run_1/congestion_map.png
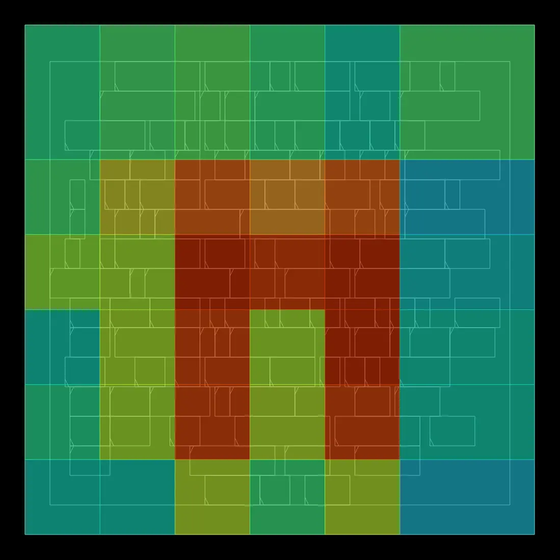
run_1/util_map.png
Scale: 8 px per um. The die is cut into 9 by 9 equal tiles; dark blue is low, red is high, 0 to 100% covered.
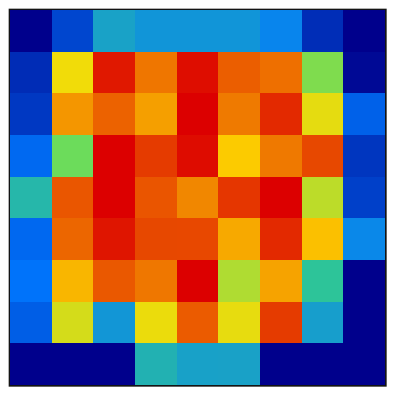
run_1/port_trees.png
Scale: 6 px per um.
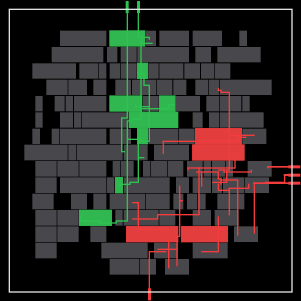
Design counter_arbiter, sky130hd; sources not shown.
==> results.json, run 1 <==
{
  "status": "complete, but fails checks",
  "violations": "setup timing",
  "die_y_um": 46.9,
  "most-common-layout-cells": "13 x buf_4, 9 x clkdlybuf4s50_1, 9 x buf_6, 8 x dfxtp_2, 6 x nor2_1",
  "vias_per_cell": 5.14,
  "setup_viol": 6,
  "required_ns": 1.41,
  "ys_cells": 79,
  "synth_cell_types": 26,
  "ys_seq_frac": 0.463,
  "ys_chip_area_sq_um": 736,
  "gp_congestion": 0.763,
  "cts_buffers": 3,
  "criticalPathCategory": "reg -> reg",
  "overflow": 0,
  "tightest_slew_ns": 0.213,
  "yosys_warnings": 0,
  "max_freq_ghz": 0.743,
  "area_leaders": "dfxtp_1 46%, mux2i_1 6.8%, xor2_1 6.0%, nor2_1 5.1%, a21oi_1 3.4%",
  "power_uw": 1410,
  "crit_arrival_ns": 1.49,
  "endpoint_kind": "flop",
  "via_count": 745,
  "hold_depth": 3,
  "worst_slack_ns": -0.0754,
  "holdWs_ns": 0.363,
  "top_cell_area_share": 0.463,
  "fin_nets": 134,
  "power_density_nw_per_um2": 1110,
  "clkSinkCount": 17,
  "slew_headroom": 0.855,
  "common_cells": "17 x dfxtp_1, 10 x nor2_1",
  "postLayoutCellArea_sq_um": 1270,
  "top_cell": "dfxtp_1",
  "edf_count": 0,
  "synth_area_per_cell_sq_um": 9.31,
  "die_x_um": 46.9,
  "maxCapViolCount": 0,
  "hp-class": "in -> reg",
  "clkSlewWorstSetupHoldPaths_ns": 0.06
}
Notes on congestion_map.png above:
routed length per placed instance: 13.7 um
final core utilization: 0.738
met1 Use GR: 0.211
GRT busiest layer: met2

Notes on util_map.png above:
- nearly empty tiles: 14%
- densest ninth of the die: middle
- fullest tile: 100%
- tiles over 75% full: 46%
- emptiest ninth of the die: bottom right
Core ar.: 1730 sq um
FP Core Util: 0.426

Notes on port_trees.png above:
- count: red (bits 4; direction output; edge 3 right, 1 bottom; end cells 4; wire 183 um)
- req: green (bits 2; direction input; edge top; end cells 8; wire 113 um)
IO buf count: 20
num ports: 21

[run 1: kinds of logic (layout without fill, tap and decap cells)]
logic type | count (synthesis) | in the layout | share of synthesized area
xor+xnor | 5 | 5 | 0.0595
flops | 17 | 17 | 0.463
buf+inv | 3 | 44 | 0.0153
fa+ha+maj | 1 | 1 | 0.0170
simple gates | 28 | 28 | 0.202
mux | 5 | 5 | 0.0680
compound gates | 20 | 20 | 0.175
[run 1: layer usage]
layer  GRT usage  routed length, um  up-vias  share of wire
li1            -                  -      358              -
met1       0.211                814      352           0.41
met2       0.337                974       26           0.49
met3      0.0577                104        9          0.052
met4       0.161                 93        0          0.047
met5           0                  0        -              0
[run 1: repair_timing]
item | 4_1_cts | 5_1_grt
setup endpoints to repair | 26 | 22
buffers inserted | 8 | 1
pin swaps | 15 | 12
resized | 74 | 14
[run 1: critical path: stages, from the launching register on]
cell	delay, ns
dfxtp_4	0.36
xor2_2	0.18
nor4_4	0.26
buf_4	0.19
mux2i_1	0.19
nor2_1	0.05
[run 1: area by class of cell]
| cell class | instances | area, sq um | area share |
|---|---|---|---|
| clock inverters | 1 | 3.75 | 0.00295 |
| inverters | 2 | 7.51 | 0.00589 |
| repair buffers | 38 | 324 | 0.254 |
| flip-flops and latches | 17 | 369 | 0.290 |
| well taps | 25 | 31.3 | 0.0246 |
| clock buffers | 3 | 41.3 | 0.0324 |
| multi-input cells | 59 | 497 | 0.390 |
[run 1: report_power, final]
group	internal, uW	switching, uW	leakage (uW)
combinational	215	190	0.000335
sequential	574	38.4	0.000145
clock	215	180	0.0000269
==> inputs of run 2 (changes only) <==
--- a/config.mk
+++ b/config.mk
@@ -10,6 +10,7 @@
 export CORE_UTILIZATION = 40
 export CTS_BUF_LIST = sky130_fd_sc_hd__clkbuf_8
 export DETAILED_ROUTE_END_ITERATION = 10
+export GPL_TIMING_DRIVEN = 1
 export PLACE_DENSITY = 0.79
 export RECOVER_POWER = 25
 export SETUP_SLACK_MARGIN = 0.3
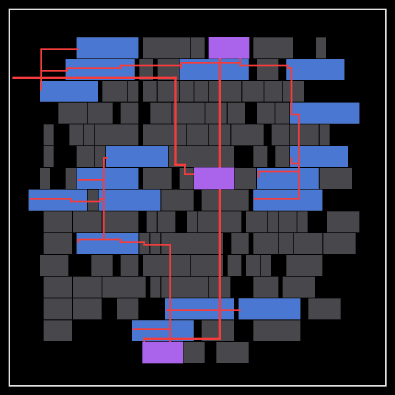
run_2/clock_wires.png
Scale: 8 px per um.
- flip-flops: blue (count 17)
- clock-net drivers: purple (count 3)
- clock wires: red (length 224 um)
- flops lie: all over the die
Clock Power Share: 0.279
skew final: 0.00205 ns
clk ins delay skew pair: 0.25 ns

==> run 2 against run 1 <==
  * The flow still finishes with violations (setup timing)
  * Cell area is the same
  * Utilization is the same
  * Maximum frequency is the same
  * Total power did not move
  * Critical path depth is the same
  * Sequential share of layout area is the same
  * Clock-buffer cell count unchanged
  * Highest routed layer unchanged
==> results.json, run 2 <==
{
  "status": "complete, but fails checks",
  "crit_arrival_ns": 1.49,
  "slew_headroom": 0.855,
  "coreArea_sq_um": 1730,
  "cts_buffers": 3,
  "ys_sh_xor": 0.0595,
  "die_x_um": 46.9,
  "max_freq_ghz": 0.743,
  "hold_depth": 3,
  "edf_count": 0,
  "violations": "setup timing",
  "synth_area_per_cell_sq_um": 9.31,
  "setup_viol": 6,
  "endpoint_kind": "flop",
  "compound_area_frac": 0.175,
  "p_switching_uw": 408,
  "power_frac_comb": 0.287,
  "yosys_warnings": 0,
  "tightest_slew_ns": 0.213,
  "maxCapViolCount": 0,
  "ys_sh_simple": 0.202,
  "criticalPathCategory": "reg -> reg",
  "power_uw": 1410,
  "seqPwrFrac": 0.434,
  "clkSinkCount": 17,
  "top_logic_kind": "simple AND/OR/NAND/NOR gates",
  "top_cell_area_share": 0.463,
  "synth_cell_types": 26,
  "ys_sh_mux": 0.0680,
  "worst_slack_ns": -0.0754,
  "postLayoutCellArea_sq_um": 1270,
  "ys_chip_area_sq_um": 736
}
[run 2: power groups by stage]
stage	clock network [uW]	logic [uW]	registers, uW
3_3_place_gp	0	296	610
5_1_grt	423	430	616
4_1_cts	405	370	609
2_1_floorplan	0	162	624
6_report	394	406	613
3_5_place_dp	0	299	611
[run 2: repair_timing]
item                                    in CTS  in global routing
hold buffers                                 0                  0
cloned                                       0                  0
setup buffers                                8                  1
pin swaps                                   15                 12
gates resized                               74                 14
endpoints found under the setup margin      26                 22
[run 2: area by class of cell]
cell class | count | area [sq um]
well taps | 25 | 31.3
multi-input cells | 59 | 497
fillers | 115 | 453
clock inverters | 1 | 3.75
repair buffers | 38 | 324
flip-flops and latches | 17 | 369
inverters | 2 | 7.51
clock buffers | 3 | 41.3
[run 2: worst max-delay path, stage by stage, from the launching register on]
cell     delay, ns
dfxtp_4       0.36
xor2_2        0.18
nor4_4        0.26
buf_4         0.19
mux2i_1       0.19
nor2_1        0.05
[run 2: metrics by stage]
stage / std cells / setup slack [ns] / hold WS (ns)
final: 145 / -0.0754 / 0.363
after global routing: 145 / -0.127 / 0.398
after CTS: 144 / -0.0743 / 0.460
after detailed placement: 132 / -0.300 / 0.457
after global placement: 132 / -0.256 / 0.452
after floorplan: 79 / -0.0476 / 0.363
[run 2: cells by family after synthesis]
family          after synthesis
simple gates                 28
compound gates               20
flops                        17
mux                           5
fa+ha+maj                     1
buf+inv                       3
xor+xnor                      5
[run 2: metal layers]
layer  share of wire  global-route usage
met5               0                   0
met4           0.047               0.161
met3           0.052              0.0577
met2            0.49               0.337
met1            0.41               0.211
No activity file was given, so power comes from the tool's default toggle rates.
